==> config.mk <==
export PLATFORM = sky130hd
export DESIGN_NAME = adc78h90_scanner
export DESIGN_NICKNAME = d
export VERILOG_FILES = /design/src/rtl/adc78h90_scanner.sv
export SDC_FILE = /design/constraint.sdc
export NUM_CORES = 1
export LEC_CHECK = 0
export CAP_MARGIN = 5
export CORE_MARGIN = 2
export CORE_UTILIZATION = 45
export DETAILED_ROUTE_END_ITERATION = 8
export DONT_BUFFER_PORTS = 1
export GPL_TIMING_DRIVEN = 0
export PLACE_DENSITY = 0.71
export SLEW_MARGIN = 20
export SYNTH_ARGS = -nofsm -noshare
export SYNTH_HDL_FRONTEND = slang
export SYNTH_SLANG_ARGS = --single-unit
export TNS_END_PERCENT = 50
==> constraint.sdc <==
create_clock -name clk -period 3.15 [get_ports clk]
set_input_delay 0.63 -clock clk [delete_from_list [all_inputs] [get_ports clk]]
set_output_delay 0.63 -clock clk [all_outputs]
set_load 0.05 [all_outputs]
==> src/rtl/adc78h90_scanner.sv <==
// adc78h90_scanner: round-robin SPI master for the ADC78H90 housekeeping ADC.
// Each 16-bit frame addresses one enabled channel. The ADC answers with the
// channel addressed in the previous frame, so results are strobed one frame
// late and the first frame after a (re)start is a dummy that only primes the
// pipeline.
module adc78h90_scanner #(
  parameter int CLK_DIV = 4,
  parameter int GAP_CYC = 8
) (
  input  logic        clk,
  input  logic        rst_n,
  input  logic        enable,
  input  logic [7:0]  ch_mask,
  output logic        ADCCLK,
  output logic        nADCCS,
  output logic        ADCMOSI,
  input  logic        ADCMISO,
  output logic        res_valid,
  output logic [2:0]  res_ch,
  output logic [11:0] res_data,
  output logic        busy
);

  typedef enum logic [2:0] {
    IDLE,
    CS_SETUP,
    SCLK_LO,
    SCLK_HI,
    CS_HOLD,
    GAP
  } state_t;

  localparam logic [7:0] DivLast = 8'(CLK_DIV - 1);
  localparam logic [7:0] GapLast = 8'(GAP_CYC - 1);

  state_t      state_q;
  logic [7:0]  cnt_q;
  logic [3:0]  bit_q;
  logic [2:0]  addr_q;
  logic [2:0]  prevAddr_q;
  logic        first_q;
  logic        primed_q;
  logic [11:0] shift_q;
  logic        sclk_q;
  logic        csn_q;
  logic        mosi_q;
  logic        valid_q;
  logic [2:0]  resCh_q;
  logic [11:0] resData_q;
  logic        busy_q;

  logic [2:0]  nextCh_d;
  logic [2:0]  lowestCh;
  logic [2:0]  aboveCh;
  logic        foundAbove;
  logic        launch;
  logic [15:0] mosiWord;
  logic [3:0]  bitDn;

  // Pick the next channel: lowest enabled bit above the last address, else wrap to the lowest.
  always_comb begin
    lowestCh   = 3'd0;
    aboveCh    = 3'd0;
    foundAbove = 1'b0;
    for (int i = 7; i >= 0; i--) begin
      if (ch_mask[i]) begin
        lowestCh = 3'(i);
        if (3'(i) > addr_q) begin
          aboveCh    = 3'(i);
          foundAbove = 1'b1;
        end
      end
    end
    nextCh_d = (first_q || !foundAbove) ? lowestCh : aboveCh;
  end

  // A frame starts from IDLE or straight out of the last GAP cycle, so continuous scans have no idle cycles.
  assign launch   = enable && (ch_mask != 8'd0) &&
                    ((state_q == IDLE) || ((state_q == GAP) && (cnt_q == GapLast)));
  assign mosiWord = {2'b00, addr_q, 11'd0};
  assign bitDn    = bit_q - 4'd1;

  // Frame sequencer; the latched address is the frame-local copy of the mask decision, and all pins are registered.
  always_ff @(posedge clk or negedge rst_n) begin
    if (!rst_n) begin
      state_q    <= IDLE;
      cnt_q      <= 8'd0;
      bit_q      <= 4'd0;
      addr_q     <= 3'd0;
      prevAddr_q <= 3'd0;
      first_q    <= 1'b1;
      primed_q   <= 1'b0;
      shift_q    <= 12'd0;
      sclk_q     <= 1'b1;
      csn_q      <= 1'b1;
      mosi_q     <= 1'b0;
      valid_q    <= 1'b0;
      resCh_q    <= 3'd0;
      resData_q  <= 12'd0;
      busy_q     <= 1'b0;
    end else begin
      valid_q <= 1'b0;
      if (launch) begin
        state_q    <= CS_SETUP;
        cnt_q      <= 8'd0;
        prevAddr_q <= addr_q;
        addr_q     <= nextCh_d;
        first_q    <= 1'b0;
        csn_q      <= 1'b0;
        sclk_q     <= 1'b1;
        busy_q     <= 1'b1;
      end else begin
        unique case (state_q)
          IDLE: begin
            primed_q <= 1'b0;
            busy_q   <= 1'b0;
          end
          CS_SETUP: begin
            if (cnt_q == DivLast) begin
              state_q <= SCLK_LO;
              cnt_q   <= 8'd0;
              bit_q   <= 4'd15;
              sclk_q  <= 1'b0;
              mosi_q  <= mosiWord[15];
            end else begin
              cnt_q <= cnt_q + 8'd1;
            end
          end
          SCLK_LO: begin
            if (cnt_q == DivLast) begin
              state_q <= SCLK_HI;
              cnt_q   <= 8'd0;
              sclk_q  <= 1'b1;
            end else begin
              cnt_q <= cnt_q + 8'd1;
            end
          end
          SCLK_HI: begin
            if (cnt_q == 8'd0) begin
              shift_q <= {shift_q[10:0], ADCMISO};
            end
            if (cnt_q == DivLast) begin
              cnt_q <= 8'd0;
              if (bit_q == 4'd0) begin
                state_q <= CS_HOLD;
              end else begin
                state_q <= SCLK_LO;
                bit_q   <= bitDn;
                sclk_q  <= 1'b0;
                mosi_q  <= mosiWord[bitDn];
              end
            end else begin
              cnt_q <= cnt_q + 8'd1;
            end
          end
          CS_HOLD: begin
            if (cnt_q == DivLast) begin
              state_q  <= GAP;
              cnt_q    <= 8'd0;
              csn_q    <= 1'b1;
              primed_q <= 1'b1;
              if (primed_q) begin
                valid_q   <= 1'b1;
                resCh_q   <= prevAddr_q;
                resData_q <= shift_q;
              end
            end else begin
              cnt_q <= cnt_q + 8'd1;
            end
          end
          GAP: begin
            if (cnt_q == GapLast) begin
              state_q  <= IDLE;
              cnt_q    <= 8'd0;
              primed_q <= 1'b0;
              busy_q   <= 1'b0;
            end else begin
              cnt_q <= cnt_q + 8'd1;
            end
          end
          default: begin
            state_q <= IDLE;
          end
        endcase
      end
    end
  end

  assign ADCCLK    = sclk_q;
  assign nADCCS    = csn_q;
  assign ADCMOSI   = mosi_q;
  assign res_valid = valid_q;
  assign res_ch    = resCh_q;
  assign res_data  = resData_q;
  assign busy      = busy_q;

endmodule

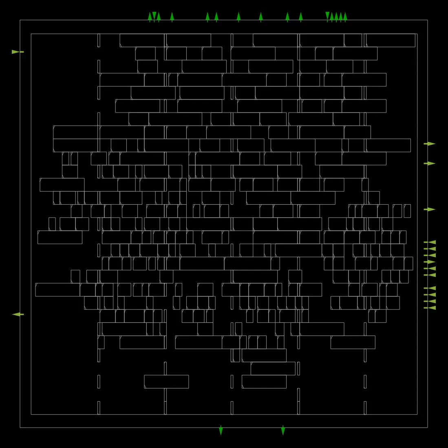
Fig. 1. Placement view (run 1).
tap cell instance count: 77
placeable core area: 0.00631 sq mm
fill cell total of the finished layout: 586

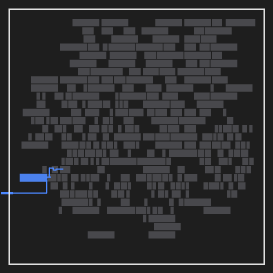
Fig. 2. I/O nets highlighted (run 1).
(3 px per micron)
| color | port | bits | direction | edge | end cells | buffers | wire |
|---|---|---|---|---|---|---|---|
| blue | busy | 1 | output | left | 1 | 0 | 26.4 microns |
buffers added on ports: 0
top-level port count: 32

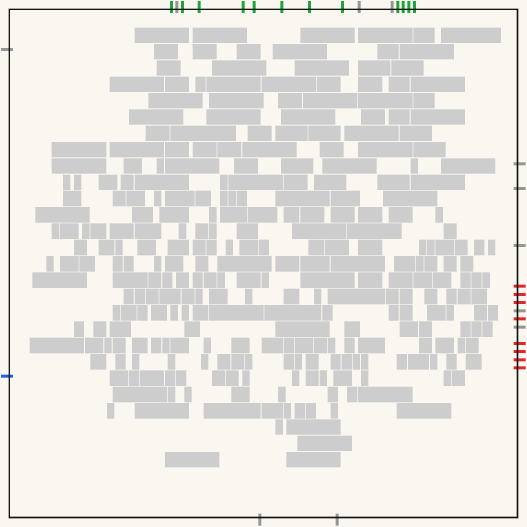
Fig. 3. Pin placement (run 1).
(6 px per micron) Pins as bars across the die edge, other pins in gray.
| color | port | pins | direction | edge |
|---|---|---|---|---|
| red | ch_mask | 8 | input | right |
| blue | busy | 1 | output | left |
| green | res_data | 12 | output | top |
all pins by edge: 15 top, 13 right, 2 bottom, 2 left
Die Ht: 84.5 microns
width of the chip: 84.5 microns

-- run 1: per-layer routing --
metal,vias up,share of wire,global-route usage
met1,1016,0.45,0.221
met2,49,0.50,0.262
met3,2,0.052,0.0344
met4,0,0.0041,0.0216
li1,1022,-,-
met5,-,0,0
-- run 1: stage by stage --
step           power [uW]  cell area (sq um)  cells
3_5_place_dp         1510               3010    350
4_1_cts              1990               3130    358
3_3_place_gp         1490               3010    350
5_1_grt              2130               3200    364
2_1_floorplan        1400               2910    273
6_report             2000               3200    364
-- run 1: Yosys cell counts (all sizes together), types with 2 or more instances --
| cell | number | area share |
|---|---|---|
| nor3 | 5 | 0.012 |
| inv | 11 | 0.014 |
| a32o | 2 | 0.0069 |
| o2111ai | 2 | 0.0060 |
| o22ai | 5 | 0.011 |
| xor2 | 2 | 0.0060 |
| a31oi | 3 | 0.0064 |
| or2 | 2 | 0.0043 |
| mux2i | 2 | 0.0069 |
| a211oi | 2 | 0.0052 |
| nand4 | 5 | 0.011 |
| and3 | 4 | 0.010 |
| nand2 | 15 | 0.022 |
| dfstp | 3 | 0.027 |
| nand2b | 5 | 0.011 |
| or4 | 3 | 0.0077 |
| o21ai | 16 | 0.027 |
| xnor2 | 4 | 0.012 |
| a21oi | 15 | 0.027 |
| a41oi | 2 | 0.0060 |
| buf | 4 | 0.0099 |
| o32a | 2 | 0.0069 |
| o31ai | 3 | 0.0077 |
| mux2 | 34 | 0.14 |
| a32oi | 2 | 0.0060 |
| clkbuf | 12 | 0.015 |
| nand3 | 2 | 0.0034 |
| a22oi | 3 | 0.0077 |
| nor2 | 20 | 0.028 |
| ha | 3 | 0.013 |
| dfrtp | 52 | 0.45 |
| a221oi | 2 | 0.0060 |
| and4b | 2 | 0.0069 |
| or3 | 2 | 0.0043 |
| nor2b | 9 | 0.019 |
-- run 1: layout make-up --
type	instances	area, sq um
multi-input cells	190	1420
repair buffers	6	77.6
inverters	12	45.0
clock inverters	3	46.3
well taps	77	96.3
clock buffers	5	68.8
fillers	586	3110
flip-flops and latches	55	1380
plain buffers	16	73.8
-- run 1: registers in the layout, summed over array words and instances (netlist names), 3 cells and up --
signal / count
res_ch: 3
cnt_q: 8
state_q: 3
res_data: 12
bit_q: 4
shift_q: 12
prevAddr_q: 3
addr_q: 3
-- run 1: critical path, stage by stage (launching register included) --
cell and delay [ns]:
sky130_fd_sc_hd__dfrtp_1 0.43, sky130_fd_sc_hd__or4_1 0.52, sky130_fd_sc_hd__buf_2 0.18, sky130_fd_sc_hd__nor2_4 0.20
sky130_fd_sc_hd__nand4_1 0.17, sky130_fd_sc_hd__a21oi_2 0.29, sky130_fd_sc_hd__buf_4 0.25, sky130_fd_sc_hd__mux2_2 0.35
-- run 1: what timing repair did --
action	4_1_cts	5_1_grt
endpoints found under the hold margin	0	41
setup endpoints to repair	0	0
hold buffers	0	6
-- run 1: logic make-up (layout without fill, tap and decap cells) --
family,Yosys count,in the layout,synth area share
AND/OR/NAND/NOR,79,79,0.154
AND-OR/OR-AND,66,66,0.151
flip-flops,55,55,0.474
multiplexers,36,36,0.150
buffers and inverters,28,42,0.0408
XOR/XNOR,6,6,0.0180
adder cells (fa/ha/maj),3,3,0.0129
==> notes.md, run 1 <==
Results of the implementation run.

The run finished with clean final reports. The flip-flop and latch power is 946 uW. Among logic cells in the layout, the one with the most instances is sky130_fd_sc_hd__dfrtp_1. The number of flops mapped to enable cells by yosys came out at 0. The number of standard cells reported by yosys came out at 273. For reference, the most critical setup path is categorized as flop to flop. The largest net degree at the start of global routing is 56. The via count of the first global-routing pass is 1991. Combinational cells consume a total of 584 uW. The tally of unique sky130hd cells used after synthesis is 57. The synthesized netlist handed to floorplanning was reported with a cell count of 273. The post-DP HPWL came out at 3950 microns.

The post-detailed-route DRC marker count came out at 0. The overall routing resource usage is 0.158. The most critical setup path has its startpoint at cnt_q[3].

According to the Yosys statistics, the synthesized design has a chip area of 0.00291 sq mm. The relative slew slack is 0.506. From the final report, the count of setup violators was given as 0.

The detailed-route wire length is 5830 microns. The clock-pin slew on the worst setup and hold paths came out at 0.10 ns. The worst min-delay path class is primary input to async pin.

The switching fraction of total power came out at 0.351. The maximum vdd ir drop came out at 362 uV. The hold slack is 0.152 ns. The post-cts gate resize count came out at 0.

The group drawing the most power is sequential cells. The critical path endpoint has a required time of 3.34 ns. The power share of the combinational group came out at 0.292. The part of the total power dissipated in sequential elements came out at 0.472. The minimum setup slack in the final design came out at 0.647 ns. The total via count after detailed routing is 2089. In the final report, the number of hold violations comes to 0. The average via count per standard cell came out at 5.74. STA classifies the critical path endpoint as a flop.

By instance count after routing, the leading logic cell types are 52 x sky130_fd_sc_hd__dfrtp_1, 25 x sky130_fd_sc_hd__mux2_2, 19 x sky130_fd_sc_hd__nor2_1. The launching element type of the critical path is a flop. The overall overflow remaining after global route is 0. The cell internal power dissipation came out at 1300 uW. The first global-routing pass estimated 9380 microns of wire. The clock buffer count from CTS came out at 5. The capturing point of the worst reg2reg path is addr_q[0]. The ratio of cells with drive above 1 in the final layout is 0.202. For reference, the placement row count at floorplan is 29. In the final report, the number of pins over their slew limit comes to 0. In this run the tools logged warnings totalling 27. The proportion of synthesized flip-flops having asynchronous set or reset is 1.00.

The net switching power in the latest report is 702 uW. The final layout contains 301 nets. Per STA, the endpoint of the critical path is addr_q[0].

Across all register-to-register paths, the minimum setup slack is 0.65 ns. The clock network power share came out at 0.236. The violation count after the first detailed-routing iteration came out at 126. Looking at the max-slew report, the worst-margin pin has a slew of 0.736 ns.

The layout overhead on the synthesized area came out at 9.92%. The number of synthesized register bits came out at 55. The clock network consumes a total of 474 uW.

The final sum of negative setup slack is 0 ns. The commonest register cell is sky130_fd_sc_hd__dfrtp_1. The TritonCTS sink count is 55. The number of nets still failing antenna checks after routing is 0. The power per standard cell area came out at 625 mW/mm^2. The weighted congestion at the end of routability-driven global placement came out at 0.848. The power report puts the leakage power at 0.00144 uW. The number of violations of the max-capacitance limit is 0. The mean cell area of the mapped netlist is 10.7 sq um.

The final worst-path cycle share came out at 0.795.
Fig. 4: run 1, selected gate families
(6 px per micron)
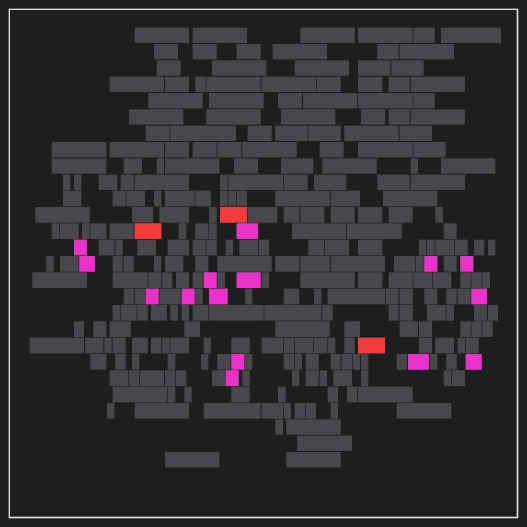

## Run 2: what changed since run 1
==> constraint.sdc (replaced) <==
create_clock -name clk -period 2.4 [get_ports clk]
set_input_delay 0.48 -clock clk [delete_from_list [all_inputs] [get_ports clk]]
set_output_delay 0.48 -clock clk [all_outputs]
set_load 0.05 [all_outputs]
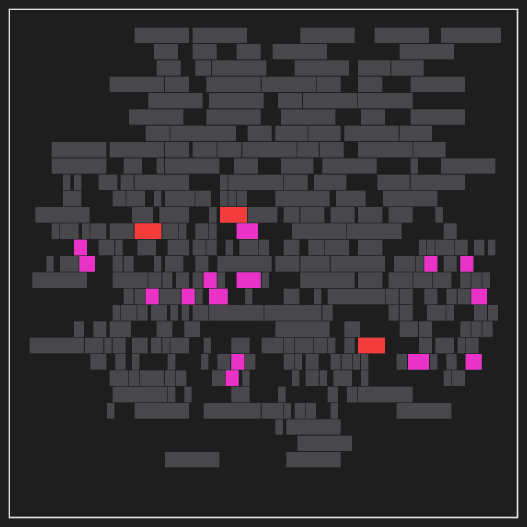
Fig. 5. Selected gate families (run 2).
(6 px per micron)
| color | family | cells |
|---|---|---|
| red | fa/ha/maj cells | 3 |
| magenta | and/or cells | 15 |
non-filler instance count after layout: 363
commonest non-fill, non-tap cell in the layout: sky130_fd_sc_hd__dfrtp_1
Comb area share: 0.444

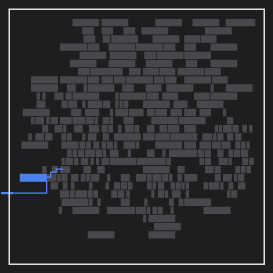
Fig. 6. I/O nets highlighted (run 2).
(3 px per micron)
| color | port | bits | direction | edge | end cells | buffers | wire |
|---|---|---|---|---|---|---|---|
| blue | busy | 1 | output | left | 1 | 0 | 24.6 microns |

==> notes.md, run 2 <==
Results of the implementation run.

The proportion of synthesized flip-flops having asynchronous set or reset is 1.00 (unchanged). The run finished with clean final reports. The minimum setup slack in the final design is 0.105 ns (-0.542 ns). By area the synthesized netlist is led by sky130_fd_sc_hd__dfrtp_1 45%, sky130_fd_sc_hd__mux2_2 9.7%, sky130_fd_sc_hd__mux2_4 4.6%, sky130_fd_sc_hd__dfstp_2 2.7%, sky130_fd_sc_hd__o21ai_0 2.6%. The design area came out at 0.00319 sq mm (-0.43%).

The area share of xor/xnor cells in the synthesized design is 0.0180 (unchanged). The hold violation count in the final report is 0 (unchanged). The number of flops mapped to enable cells by yosys came to 0 (unchanged). The count of mapped cells out of synthesis came out at 273 (unchanged). Post-synth the commonest register cell is sky130_fd_sc_hd__dfrtp_1. The average via count per standard cell is 5.74 (about the same). The clock-pin slew on the worst setup and hold paths came out at 0.10 ns (about the same). The fraction of the mapped netlist area in simple logic gates is 0.154 (unchanged). The number of synthesized register bits is 55 (unchanged).

The largest net degree at the start of global routing came out at 53 (-5.4%). The ratio of cells with drive above 1 in the final layout is 0.217 (+0.0147). The worst setup path is captured at a flop.

The placement-stage worst setup slack is -0.0856 ns. The slew at the pin closest to its max-slew limit came to 0.791 ns (+0.0546 ns). The number of standard cells reported by yosys is 273 (unchanged). The count of filler cells inserted in the layout is 591 (+0.85%). The top achievable clock speed is 0.436 GHz. The final worst-path cycle share is 0.956 (+0.162). Looking at the reg2reg group, the worst path starts from cnt_q[3]. The synthesis warning total is 0. The TritonCTS sink count came out at 55 (unchanged). The compound-gate portion of the synthesized area came out at 0.151 (unchanged).

The OpenROAD warning count came out at 27 (unchanged). The report shows a maximum critical-path fanout of 10. The setup skew after layout is 0.00710 ns. The maximum vdd ir drop is 471 uV (+30%). STA reports the tightest min-delay check as being of type primary input to async pin. The weighted congestion at the end of routability-driven global placement was 0.848 (unchanged). The number of input and output port buffers inserted came out at 0 (unchanged).

The arrival time at the worst endpoint is 2.49 ns. The total chip power is 2630 uW (+31%). The violation count after the first detailed-routing iteration came out at 129 (+2.4%). The final timing report derives a shortest allowable period of 2.30 ns. The total via count after detailed routing came to 2082 (-0.34%). The detailed-route wire length came out at 5650 microns (-3.2%). The post-DP HPWL came out at 3950 microns (unchanged). The overall routing resource usage is 0.161 (+0.00291). 0 antenna diodes ended up in the layout. The number of detailed-route iterations in the first pass came out at 4. The leakage power of the design came out at 0.00144 uW (about the same).

The overall die height was 84.5 microns (unchanged). The source-to-sink clock delay at the later pin of the worst-skew pair is 0.30 ns. The data required time at the worst endpoint is 2.59 ns (-0.75 ns). The worst setup path is launched from a flop. The deepest level of the CTS H-tree is 2.

The script logs the mean routed wire length per placed instance as 15.6 microns. The net count of the mapped netlist is 288. The layout overhead on the synthesized area is 9.45%. The total cell area reported by yosys after synthesis was 0.00291 sq mm (unchanged). In the layout the commonest cells are 52 x sky130_fd_sc_hd__dfrtp_1, 25 x sky130_fd_sc_hd__mux2_2, 19 x sky130_fd_sc_hd__nor2_1. The die width is 84.5 microns (unchanged).

The cell area after placement is 0.00301 sq mm (unchanged). Counting instances in the post-synthesis netlist gives the leading cell types as 52 x sky130_fd_sc_hd__dfrtp_1, 25 x sky130_fd_sc_hd__mux2_2, 19 x sky130_fd_sc_hd__nor2_1. The most critical setup path has its startpoint at cnt_q[3]. The number of nets in the layout came to 300 (-0.33%). The number of violations of the max-capacitance limit is 0 (unchanged). The mean cell area of the mapped netlist is 10.7 sq um (unchanged).

TritonCTS built the clock tree. The register area share after synthesis came out at 0.474. The cell taking the most area after synthesis is sky130_fd_sc_hd__dfrtp_1. The boundary pin count is 32 (unchanged). The overall overflow remaining after global route is 0 (unchanged). The wire length of the first global-routing pass was 9510 microns (+1.4%). In the floorplan report the effective utilization is 0.462. The clock buffer count from CTS came out at 5 (unchanged).

The relative slew slack is 0.469 (-0.0366). The number of core rows is 29 (unchanged). The netlist area before placement is 0.00291 sq mm.

The cell sitting at the root of the clock tree is a sky130_fd_sc_hd__clkbuf_8. The core area came out at 0.00631 sq mm (unchanged). The post-detailed-route DRC marker count came out at 0 (unchanged). The number of setup violations in the final report came out at 0 (unchanged).

The number of pins exceeding their max-slew limit in the final report came out at 0 (unchanged). The proportion of netlist area held by the largest area contributor is 0.447 (unchanged). The tally of unique sky130hd cells used after synthesis is 57 (unchanged).

The via count of the first global-routing pass came out at 2003 (+0.60%). The number of nets still failing antenna checks after routing was 0 (unchanged). The area of the die is 0.00714 sq mm. The power per standard cell area came out at 825 mW/mm^2 (+32%). Sorting the synthesis cell report by count puts at the top sky130_fd_sc_hd__dfrtp_1.

The arithmetic-cell share of the synthesized area counting full adders, half adders and majority gates came out at 0.0129 (unchanged). In the setup report, the worst path falls into the class flop to flop. Setup repair after global routing left no endpoint under its margin. Yosys shows that the main logic family after synthesis is simple AND/OR/NAND/NOR gates.

The area fraction in mux cells is 0.150 (unchanged).
## run 2: critical path, stage by stage, from the launching register on
cell and delay (ns):
sky130_fd_sc_hd__dfrtp_1 0.44, sky130_fd_sc_hd__or4_1 0.52, sky130_fd_sc_hd__buf_2 0.18, sky130_fd_sc_hd__nor3_4 0.22, sky130_fd_sc_hd__and3_4 0.26, sky130_fd_sc_hd__nand2_4 0.09, sky130_fd_sc_hd__buf_6 0.17, sky130_fd_sc_hd__mux2_4 0.30
## run 2: kinds of logic after synthesis
kind of cell               after synthesis
adders and majority gates                3
and+or+nand+nor                         79
AOI/OAI and AO/OA                       66
xor gates and xnor gates                 6
muxes                                   36
DFF                                     55
buffers and inverters                   28
## run 2: worst paths after layout
path | slack [ns] | end | depth (start not counted)
max | 0.10 | res_data[10] | 7
min | 0.02 | res_data[8] | 1
max reg2reg | 0.10 | res_data[10] | 7
min reg2reg | 0.51 | res_ch[1] | 1
max in group asynchronous | 1.70 | first_q | 1
min in group clk | 0.33 | shift_q[0] | 1
## run 2: metrics by stage
step,instances,hold WS (ns),utilization,TNS [ns]
global route,363,0.0155,0.505,0
CTS,360,0.00167,0.501,0
floorplan,273,0.184,-,0
finish,363,0.0165,0.505,0
detailed placement,350,0.185,0.477,-0.163
global placement,350,0.185,0.477,-0.171
## run 2: layout make-up
| cell class | instances | area [sq um] | area share |
|---|---|---|---|
| multi-input combinational | 190 | 1420 | 0.444 |
| sequential | 55 | 1380 | 0.433 |
| tap | 77 | 96.3 | 0.0302 |
| buffer | 16 | 77.6 | 0.0243 |
| clock buffer | 5 | 68.8 | 0.0216 |
| timing repair buffer | 5 | 60.1 | 0.0188 |
| clock inverter | 3 | 46.3 | 0.0145 |
| inverter | 12 | 45.0 | 0.0141 |
## run 2: repair_timing
item                                    in CTS  in global routing
endpoints found under the setup margin      12                 23
hold buffers                                 1                  1
setup buffers                                1                  2
resized                                      1                  2
pin swaps                                    1                  2
endpoints found under the hold margin       52                  3
## run 2: where the power goes
group          switching [uW]  leakage [uW]  internal, uW
registers                 170      0.000719          1070
clock network             311     0.0000548           315
logic                     445      0.000668           321
## run 2: layer usage
layer | routed length [microns] | GRT usage
met1 | 2640 | 0.223
met2 | 2700 | 0.270
met3 | 277 | 0.0344
met4 | 24 | 0.0216
met5 | 0 | 0
Fig. 7: run 2, sizing map
(6 px per micron)
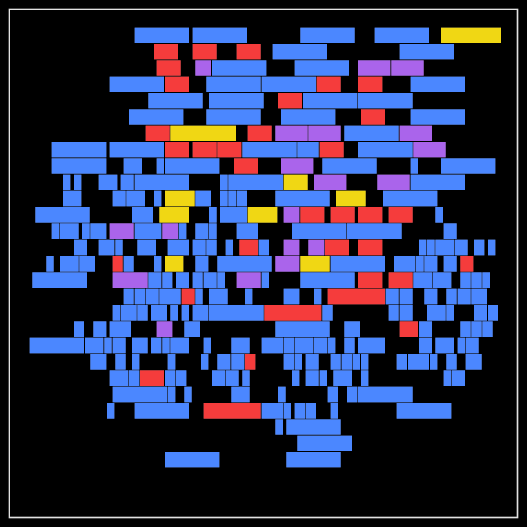

## Run 3: what changed since run 2
--- a/config.mk
+++ b/config.mk
@@ -7,11 +7,12 @@
 export LEC_CHECK = 0
 export CAP_MARGIN = 5
 export CORE_MARGIN = 2
-export CORE_UTILIZATION = 45
+export CORE_UTILIZATION = 60
+export CTS_CLUSTER_DIAMETER = 200
 export DETAILED_ROUTE_END_ITERATION = 8
 export DONT_BUFFER_PORTS = 1
 export GPL_TIMING_DRIVEN = 0
-export PLACE_DENSITY = 0.71
+export PLACE_DENSITY = 0.76
 export SLEW_MARGIN = 20
 export SYNTH_ARGS = -nofsm -noshare
 export SYNTH_HDL_FRONTEND = slang
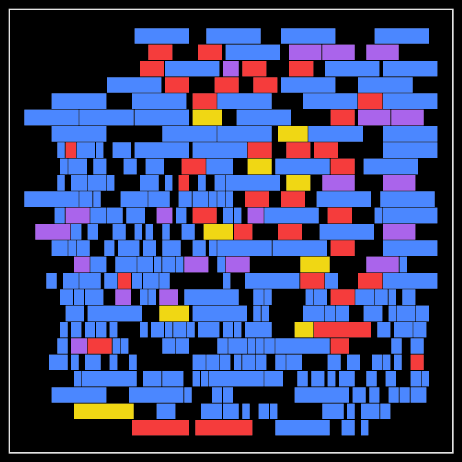
Fig. 8. Sizing map (run 3).
(6 px per micron)
| color | size | cells | share |
|---|---|---|---|
| yellow | x6 and larger | 9 | 3.1% |
| blue | x1 and smaller | 224 | 78% |
| purple | x3 and x4 | 20 | 6.9% |
| red | x2 | 35 | 12% |
count of plain and timing-repair buffers in the layout: 23
worst-case setup margin in the final layout: 0.0424 ns

==> notes.md, run 3 <==
Results of the implementation run.

The clock buffer count from CTS is 5 (unchanged). The number of setup violations in the final report came to 0 (unchanged). The worst setup path is launched from a flop. The wire length per cell after detailed routing came out at 16.3 microns (+4.8%).

The via count of the first global-routing pass came to 1892 (-5.5%). The hold slack is 0.00469 ns (-0.0118 ns). The mean cell area of the mapped netlist was 10.7 sq um (unchanged). The relative slew slack was 0.513 (+0.0434). The maximum vdd ir drop came out at 545 uV (+16%). The source-to-sink clock delay at the later pin of the worst-skew pair came out at 0.31 ns (about the same). The synthesis warning total came to 0 (unchanged). The final sum of negative setup slack came to 0 ns (unchanged). The count of mapped cells out of synthesis is 273 (unchanged). The detailed-route wire length was 5570 microns (-1.3%). The clock period minus worst slack came to 2.36 ns (+0.0626 ns). The register area share after synthesis came out at 0.474 (unchanged). The arrival time at the worst endpoint came out at 2.55 ns (+0.06 ns). The startpoint-to-endpoint class of the critical path is flop to flop. The number of standard cells reported by yosys came out at 273 (unchanged).

The setup skew after layout is 0.0121 ns (+0.00503 ns). The cell total after placement is 327 (-6.6%). The OpenROAD warning count came out at 28 (+3.7%). The data required time at the worst endpoint was 2.59 ns (about the same). The TritonCTS sink count came out at 55 (unchanged). Ranking logic cells in the layout by count gives the top entries 52 x sky130_fd_sc_hd__dfrtp_1, 25 x sky130_fd_sc_hd__mux2_2, 19 x sky130_fd_sc_hd__nor2_1. The final worst-path cycle share is 0.982 (+0.0261). The area of the die is 0.00543 sq mm (-24%). The violation count after the first detailed-routing iteration is 86 (-33%).

The number of flops mapped to enable cells by yosys came out at 0 (unchanged). The wire length of the first global-routing pass is 8850 microns (-7.0%). The number of input and output port buffers inserted came to 0 (unchanged).

The number of antenna violations at the first check in global routing was 0. The overall overflow remaining after global route came out at 0 (unchanged). The commonest non-fill, non-tap cell in the layout is sky130_fd_sc_hd__dfrtp_1. The share of the core filled by cells before placement came out at 0.621 (+0.160). The ratio of cells with drive above 1 in the final layout is 0.222 (+0.00544). The biggest fanout along the worst timing path was 10 (unchanged).

The number of violations of the max-capacitance limit is 0 (unchanged). The top achievable clock speed is 0.424 GHz (-2.7%). The post-detailed-route DRC marker count came out at 0 (unchanged).

The total via count after detailed routing is 2126 (+2.1%). The netlist area before placement is 0.00291 sq mm (unchanged). The overall routing resource usage came out at 0.212 (+0.0509). The deepest level of the CTS H-tree came out at 2 (unchanged). The proportion of netlist area held by the largest area contributor is 0.447 (unchanged). The proportion of synthesized flip-flops having asynchronous set or reset was 1.00 (unchanged).

The number of non-filler instances in the completed layout is 342 (-5.8%). The number of pins exceeding their max-slew limit in the final report is 0 (unchanged). The core area is 0.00469 sq mm (-26%).

Ranked by instance count, the synthesized netlist is headed by 52 x sky130_fd_sc_hd__dfrtp_1, 25 x sky130_fd_sc_hd__mux2_2, 19 x sky130_fd_sc_hd__nor2_1. The number of nets in the layout came out at 302 (+0.67%). In this run the worst hold path is classified as primary input to async pin. The number of synthesized register bits is 55 (unchanged). Setup repair after global routing could not meet its margin everywhere. The CTS tree is built. The hold violation count in the final report came out at 0 (unchanged). The cell area after placement came out at 0.00298 sq mm (-0.96%). The number of detailed-route iterations in the first pass came out at 4 (unchanged). The boundary pin count came out at 32 (unchanged). The leading cell type by number of instances after synthesis is sky130_fd_sc_hd__dfrtp_1.

The largest net degree at the start of global routing is 55 (+3.8%). The slew at the pin closest to its max-slew limit was 0.726 ns (-0.0647 ns). The net count of the mapped netlist came to 288 (unchanged). The weighted congestion at the end of routability-driven global placement came out at 0.864 (+1.9%). The number of nets still failing antenna checks after routing was 0 (unchanged). The endpoint type of the worst setup path is a flop. Sorting the synthesized cells by area gives the leading types as sky130_fd_sc_hd__dfrtp_1 45%, sky130_fd_sc_hd__mux2_2 9.7%, sky130_fd_sc_hd__mux2_4 4.6%, sky130_fd_sc_hd__dfstp_2 2.7%, sky130_fd_sc_hd__o21ai_0 2.6%. Looking at area per cell type in the netlist, the leader is sky130_fd_sc_hd__dfrtp_1. The leakage power of the design came out at 0.00144 uW (+0.11%). The layout overhead on the synthesized area is 8.29%. The tally of unique sky130hd cells used after synthesis is 57 (unchanged). The antenna diode count came out at 0 (unchanged). The clock-pin slew on the worst setup and hold paths is 0.11 ns (about the same).

The average via count per standard cell came out at 6.22 (+8.4%). The number of core rows was 25 (-14%). The total cell area reported by yosys after synthesis is 0.00291 sq mm (unchanged). The power per standard cell area came out at 806 mW/mm^2 (-2.3%).

For this run, the leading register cell type out of synthesis is sky130_fd_sc_hd__dfrtp_1. The cell at the root of the clock tree is sky130_fd_sc_hd__clkbuf_8. The clock tree buffer depth is 2. The post-DP HPWL was 3810 microns (-3.4%). The flow ran to the end, and the final reports show no timing, DRC or antenna violations. The design area was 0.00316 sq mm (-1.1%).
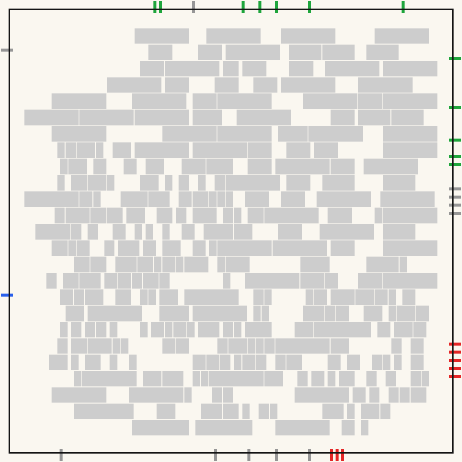
Fig. 9. Pin placement (run 3).
(6 px per micron) Pins as bars across the die edge, other pins in gray.
| color | port | pins | direction | edge |
|---|---|---|---|---|
| red | ch_mask | 8 | input | 5 right, 3 bottom |
| green | res_data | 12 | output | 7 top, 5 right |
| blue | busy | 1 | output | left |
width of the chip: 73.7 microns
Die Ht: 73.7 microns

## run 3: routing by layer
| metal | up-vias | share of wire | wire, microns | track usage |
|---|---|---|---|---|
| met1 | 1024 | 0.46 | 2590 | 0.288 |
| met5 | - | 0 | 0 | 0 |
| met2 | 59 | 0.48 | 2680 | 0.344 |
| li1 | 1032 | - | - | - |
| met3 | 11 | 0.042 | 235 | 0.0466 |
| met4 | 0 | 0.014 | 76 | 0.0545 |
## run 3: kinds of logic after synthesis
kind of cell / Yosys count / share of synthesized area
flip-flops: 55 / 0.474
buffers and inverters: 28 / 0.0408
adder cells (fa/ha/maj): 3 / 0.0129
AND-OR/OR-AND: 66 / 0.151
AND/OR/NAND/NOR: 79 / 0.154
XOR/XNOR: 6 / 0.0180
multiplexers: 36 / 0.150
## run 3: worst max-delay path, cell delays in order (launching register included)
cell,delay (ns)
sky130_fd_sc_hd__dfrtp_1,0.43
sky130_fd_sc_hd__or4_1,0.53
sky130_fd_sc_hd__buf_2,0.18
sky130_fd_sc_hd__nor2_4,0.20
sky130_fd_sc_hd__nand4_1,0.17
sky130_fd_sc_hd__a21oi_2,0.21
sky130_fd_sc_hd__buf_6,0.18
sky130_fd_sc_hd__mux2_2,0.34
## run 3: path summary, 6_finish.rpt
path,startpoint,to,slack (ns),depth (start not counted)
min in group clk,ADCMISO,shift_q[0],0.32,1
min,rst_n,bit_q[2],0.005,1
min reg2reg,prevAddr_q[0],res_ch[0],0.51,1
max reg2reg,cnt_q[3],addr_q[0],0.04,7
max,cnt_q[3],addr_q[0],0.04,7
max in group asynchronous,rst_n,first_q,1.80,1
## run 3: cell type report
| class | count | area, sq um |
|---|---|---|
| Fill cell | 374 | 1540 |
| Multi-Input combinational cell | 190 | 1420 |
| Sequential cell | 55 | 1380 |
| Buffer | 16 | 80.1 |
| Timing Repair Buffer | 7 | 75.1 |
| Clock buffer | 5 | 68.8 |
| Tap cell | 54 | 67.6 |
| Inverter | 12 | 45.0 |
| Clock inverter | 3 | 22.5 |
## run 3: what timing repair did
action	4_1_cts	5_1_grt
resized	0	3
endpoints found under the setup margin	2	22
buffers inserted	1	4
endpoints found under the hold margin	54	1
hold buffers	1	1
pin swaps	1	2
## run 3: through the flow
stage,utilization,setup WS (ns),total power [uW]
3_5_place_dp,0.635,-0.0755,1990
2_1_floorplan,-,0.166,1830
3_3_place_gp,0.635,-0.0513,1960
5_1_grt,0.673,-0.0367,2710
6_report,0.673,0.0424,2540
4_1_cts,0.662,0.0195,2530
## run 3: where the power goes
group          total, uW  switching (uW)  internal (uW)
logic                774             448            326
registers           1240             172           1070
clock network        527             317            210
total               2540             937           1610
Power is estimated from default activity; no workload was simulated.
